[config.mk]
export PLATFORM = sky130hd
export DESIGN_NAME = gated_reg_bank_flat
export DESIGN_NICKNAME = d
export VERILOG_FILES = /design/src/rtl/gated_reg_bank_if.sv /design/src/rtl/gated_reg_bank.sv /design/src/flat_wrapper.sv
export SDC_FILE = /design/constraint.sdc
export NUM_CORES = 1
export LEC_CHECK = 0
export ABC_AREA = 1
export CORE_ASPECT_RATIO = 1.1
export CORE_MARGIN = 2
export CORE_UTILIZATION = 46
export DETAILED_ROUTE_END_ITERATION = 6
export GPL_ROUTABILITY_DRIVEN = 0
export PLACE_DENSITY_LB_ADDON = 0.15
export SYNTH_ARGS = -nofsm -noshare
export SYNTH_HDL_FRONTEND = slang
export SYNTH_SLANG_ARGS = --single-unit
[constraint.sdc]
create_clock -name clk -period 1.5 [get_ports clk]
set_input_delay 0.3 -clock clk [delete_from_list [all_inputs] [get_ports clk]]
set_output_delay 0.3 -clock clk [all_outputs]
set_load 0.1 [all_outputs]
[src/rtl/gated_reg_bank_if.sv]
// Control/data bundle for gated_reg_bank: sequencer (master) drives gate/ops/data,
// the bank (slave) returns the per-channel words, valid flags and load counters.
interface gated_reg_bank_if #(
    parameter int WIDTH  = 15,
    parameter int NUM_CH = 2,
    parameter int CNT_W  = 4
);
    localparam int SEL_W = $clog2(NUM_CH);

    logic                    layer_en;
    logic [SEL_W-1:0]        layer_sel;
    logic                    load;
    logic                    shift;
    logic                    clr_lo;
    logic [WIDTH-1:0]        din;
    logic [NUM_CH*WIDTH-1:0] dout;
    logic [NUM_CH-1:0]       dout_vld;
    logic [NUM_CH*CNT_W-1:0] ld_cnt;

    modport master (
        output layer_en, layer_sel, load, shift, clr_lo, din,
        input  dout, dout_vld, ld_cnt
    );

    modport slave (
        input  layer_en, layer_sel, load, shift, clr_lo, din,
        output dout, dout_vld, ld_cnt
    );
endinterface

[src/rtl/gated_reg_bank.sv]
// Multi-channel layer-gated register bank: per-channel load/shift under a layer gate,
// ungated low-field clear, valid flags and saturating load counters.
// Define GATED_REG_ICG_EN for a registered (ICG-style, 1-cycle latency) gate.
module gated_reg_ch #(
    parameter int WIDTH   = 15,
    parameter int LO_BITS = 7,
    parameter int CNT_W   = 4
) (
    input  logic             clk,
    input  logic             rst,
    input  logic             i_en,
    input  logic             i_load,
    input  logic             i_shift,
    input  logic             i_clr_lo,
    input  logic [WIDTH-1:0] i_din,
    output logic [WIDTH-1:0] o_q,
    output logic             o_vld,
    output logic [CNT_W-1:0] o_cnt
);
    localparam logic [WIDTH-1:0] LO_MASK = {WIDTH{1'b1}} >> (WIDTH - LO_BITS);

    logic [WIDTH-1:0] r_q;
    logic             r_vld;
    logic [CNT_W-1:0] r_cnt;
    logic [WIDTH-1:0] w_nxt;
    logic             w_ld;

    assign w_ld = i_en && i_load;

    // Clear is applied on top of the gated update so a same-cycle load is also trimmed.
    always_comb begin
        w_nxt = r_q;
        if (w_ld)
            w_nxt = i_din;
        else if (i_en && i_shift)
            w_nxt = r_q << 1;
        if (i_clr_lo)
            w_nxt = w_nxt & ~LO_MASK;
    end

    always_ff @(posedge clk) begin
        if (rst) begin
            r_q   <= '0;
            r_vld <= 1'b0;
            r_cnt <= '0;
        end else begin
            r_q <= w_nxt;
            if (w_ld) begin
                r_vld <= 1'b1;
                if (r_cnt != {CNT_W{1'b1}})
                    r_cnt <= r_cnt + 1'b1;
            end
        end
    end

    assign o_q   = r_q;
    assign o_vld = r_vld;
    assign o_cnt = r_cnt;
endmodule

module gated_reg_bank #(
    parameter int WIDTH   = 15,
    parameter int LO_BITS = 7,
    parameter int NUM_CH  = 2,
    parameter int CNT_W   = 4
) (
    input logic              clk,
    input logic              rst,
    gated_reg_bank_if.slave  bus
);
    localparam int SEL_W = $clog2(NUM_CH);

    logic [NUM_CH-1:0]             w_req;
    logic [NUM_CH-1:0]             w_en;
    logic [NUM_CH-1:0][WIDTH-1:0]  w_q;
    logic [NUM_CH-1:0]             w_vld;
    logic [NUM_CH-1:0][CNT_W-1:0]  w_cnt;

    // Out-of-range selects match no channel, so nothing is enabled.
    for (genvar c = 0; c < NUM_CH; c++) begin : g_req
        assign w_req[c] = bus.layer_en && (bus.layer_sel == SEL_W'(c));
    end

`ifdef GATED_REG_ICG_EN
    logic [NUM_CH-1:0] r_en_q;

    always_ff @(posedge clk) begin
        if (rst)
            r_en_q <= '0;
        else
            r_en_q <= w_req;
    end

    assign w_en = r_en_q;
`else
    assign w_en = w_req;
`endif

    for (genvar c = 0; c < NUM_CH; c++) begin : g_ch
        gated_reg_ch #(
            .WIDTH   (WIDTH),
            .LO_BITS (LO_BITS),
            .CNT_W   (CNT_W)
        ) u_ch (
            .clk      (clk),
            .rst      (rst),
            .i_en     (w_en[c]),
            .i_load   (bus.load),
            .i_shift  (bus.shift),
            .i_clr_lo (bus.clr_lo),
            .i_din    (bus.din),
            .o_q      (w_q[c]),
            .o_vld    (w_vld[c]),
            .o_cnt    (w_cnt[c])
        );
    end

    assign bus.dout     = w_q;
    assign bus.dout_vld = w_vld;
    assign bus.ld_cnt   = w_cnt;
endmodule
[src/flat_wrapper.sv]
// flat-port wrapper written by rule: the top's interface ports become plain ports
module gated_reg_bank_flat 
#(
    parameter int WIDTH   = 15,
    parameter int LO_BITS = 7,
    parameter int NUM_CH  = 2,
    parameter int CNT_W   = 4
)
  (clk, rst, bus_layer_en, bus_layer_sel, bus_load, bus_shift, bus_clr_lo, bus_din, bus_dout, bus_dout_vld, bus_ld_cnt);
  gated_reg_bank_if #(.WIDTH(WIDTH), .NUM_CH(NUM_CH), .CNT_W(CNT_W)) bus_i ();
  input logic clk;
  input logic rst;
  input wire logic [$bits(bus_i.layer_en)-1:0] bus_layer_en;
  input wire logic [$bits(bus_i.layer_sel)-1:0] bus_layer_sel;
  input wire logic [$bits(bus_i.load)-1:0] bus_load;
  input wire logic [$bits(bus_i.shift)-1:0] bus_shift;
  input wire logic [$bits(bus_i.clr_lo)-1:0] bus_clr_lo;
  input wire logic [$bits(bus_i.din)-1:0] bus_din;
  output wire logic [$bits(bus_i.dout)-1:0] bus_dout;
  output wire logic [$bits(bus_i.dout_vld)-1:0] bus_dout_vld;
  output wire logic [$bits(bus_i.ld_cnt)-1:0] bus_ld_cnt;
  assign bus_i.layer_en = bus_layer_en;
  assign bus_i.layer_sel = bus_layer_sel;
  assign bus_i.load = bus_load;
  assign bus_i.shift = bus_shift;
  assign bus_i.clr_lo = bus_clr_lo;
  assign bus_i.din = bus_din;
  assign bus_dout = bus_i.dout;
  assign bus_dout_vld = bus_i.dout_vld;
  assign bus_ld_cnt = bus_i.ld_cnt;
  gated_reg_bank #(.WIDTH(WIDTH), .LO_BITS(LO_BITS), .NUM_CH(NUM_CH), .CNT_W(CNT_W)) u_core (.clk(clk), .rst(rst), .bus(bus_i));
endmodule
Placed cells, one color a class:
Bar = 20 um.
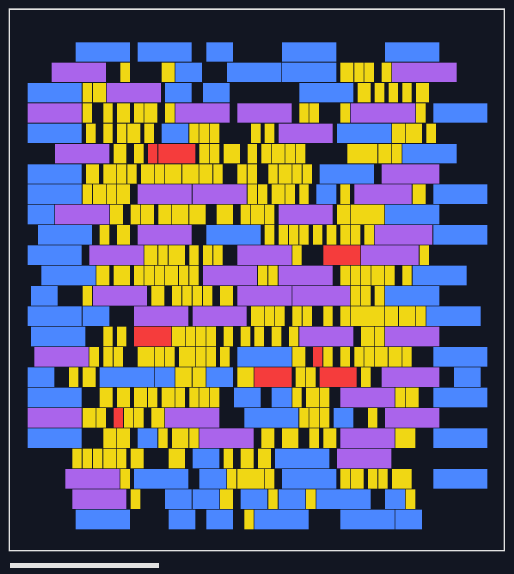
Key: clock drivers and dummy loads = red [cells 8]; combinational and other logic = yellow [cells 241]; other buffers and delay cells = blue [cells 70]; flops = purple [cells 40]

Power grid:
Bar = 20 um. Pins as bars on the die edge.
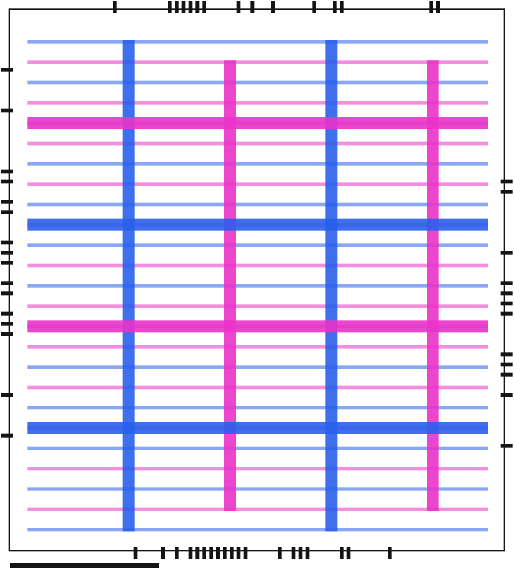
Key: VDD = magenta; VSS = blue
62 signal pins sit on the boundary. 4 straps on met5. 4 straps on met4. 25 met1 rails follow the rows.
Core ar.: 0.004024 mm^2
Die Y: 72.26 um
Die Span X: 66.05 um

Clock wires, drivers and flops:
Bar = 20 um.
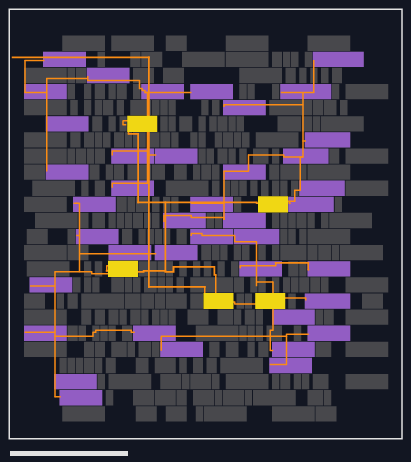
Key: flip-flops = purple [count 40]; clock drivers = yellow [count 5]; clock wires = orange [length 509 um]
Position of the flops: widely spread. There are 6 routed clock nets.
clock power share: 25.0%
Setup Skew: 0.001458 ns
Worst-Skew Late Latency: 0.29 ns
clock-net power: 0.686 mW

Wiring by layer:
Only two layers are drawn.
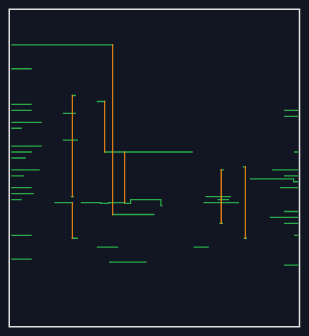
Key: metal 3 = green [wire length 231 um]; metal 4 = orange [wire length 122 um]
Via Count: 2,038
routed length per instance: 12.71 um
GRT Total Usage: 24.37%

Cell placement:
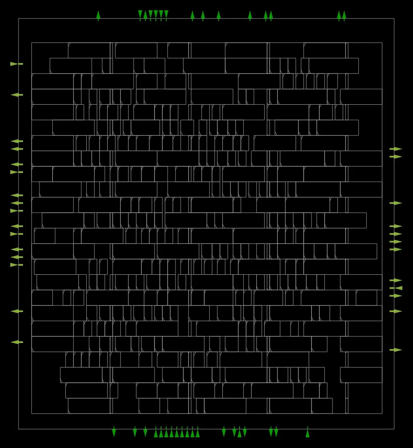
Fillers: 284
Tap Cells: 52
Final Core Density: 77.99%
FP Rows: 24

==> impl_metrics.json <==
{
  "initCoreUtil_pct": 48.41,
  "finalCritPeriodShare_pct": 90.06,
  "p_int_mw": 1.765,
  "reg2reg_to": "u_core.g_ch[0].u_ch.o_cnt[1]",
  "synthTopCellsByArea": "dfxtp_1, nand2_1, a21oi_1",
  "max_slew.worst_pin.slew_ns": 0.2763,
  "antenna_cells": 0,
  "drv_slew": 0,
  "n_all_inverters": 42,
  "hold_viol": 0,
  "final-clk-cell-share_pct": 2.552,
  "seq_cell_count": 40,
  "fin_ws_ns": 0.1491,
  "swShare_pct": 35.55,
  "cts_tree": "done",
  "syn2layout_area_growth_pct": 61.08,
  "endpoint": "u_core.g_ch[0].u_ch.o_q[8]",
  "final_antenna_net_count": 0,
  "ctsHoldBuffers": 0,
  "powerComb_mw": 0.878,
  "rsz0062_at_grt": "no",
  "clock_buffer_count": 7,
  "outcome": "finished clean",
  "overflow": 0,
  "top_area_cell_class": "buffers",
  "cts_resized": 0,
  "p_seq_mw": 1.18,
  "drv_cap": 0,
  "holdWs_ns": 0.5095,
  "pin_count": 62,
  "seq_power_share_pct": 42.9,
  "ys_seq_share_pct": 41.10,
  "pre_cts_slack_ns": -0.1507,
  "comb_cells": 199,
  "cp.arrival_ns": 1.54,
  "ys_ff": 40,
  "nNonClkBuffers": 70,
  "postCtsSetupBuffers": 0,
  "cts_made_buffers": 5,
  "yosys_cells": 295,
  "dp_hpwl_um": 3904,
  "min_period_ns": 1.351,
  "finalPower_mw": 2.739,
  "seq_share_pct": 26.00,
  "instances_no_fill": 411,
  "fmax_mhz": 740.2,
  "cts_sinks": 40,
  "synthCells": 295
}
synth_stat cells:
cell and count:
or2_2 4, nand2_2 1, o21ai_1 12, buf_4 4
nand2_1 75, nand3_1 6, inv_2 3, inv_1 39
buf_2 3, clkbuf_1 5, ha_1 2, or2_1 10
o21a_1 2, nor2_1 41, nor2_4 1, a21oi_1 33
nor3_1 2, nand4_1 2, nand3_2 1, dfxtp_1 40
o21ai_0 7, buf_6 2
kinds of logic (layout without fill, tap and decap cells):
family | count (synthesis) | count (layout) | synth area share (%)
compound gates | 54 | 54 | 14.13
fa+ha+maj | 2 | 2 | 1.284
buf+inv | 56 | 120 | 12.52
flops | 40 | 40 | 41.10
simple gates | 143 | 143 | 30.96
critical path: stages:
cell,delay [ns]
clkdlybuf4s50_1,0.52
inv_2,0.12
nand2_1,0.08
nand3_1,0.11
buf_12,0.19
a21oi_1,0.14
nor2_1,0.06
metal layers:
| metal | part of all wire [%] | up-vias | wire length [um] | GRT usage [%] |
|---|---|---|---|---|
| li1 | - | 1038 | - | - |
| met1 | 42 | 930 | 2183 | 28.71 |
| met2 | 51 | 56 | 2685 | 42.54 |
| met3 | 4.4 | 14 | 231 | 5.426 |
| met4 | 2.3 | 0 | 121 | 10.20 |
| met5 | 0 | - | 0 | 0 |
cell usage in the layout (no fill, tap or decap):
cell and n:
nand2_1 75, dfxtp_1 32, clkbuf_1 2, or2_1 10, nand4_1 2, o21ai_1 12, clkinv_1 1, inv_1 39
dfxtp_4 2, o21ai_0 7, buf_4 6, clkbuf_8 5, nor3_1 2, o21a_1 2, ha_1 2, buf_12 43
nor2_1 41, nand2_2 1, inv_2 3, nor2_4 1, clkdlybuf4s50_1 21, dfxtp_2 6, or2_2 4, nand3_1 6
a21oi_1 33, nand3_2 1
Power and IR drop assume default switching activity.
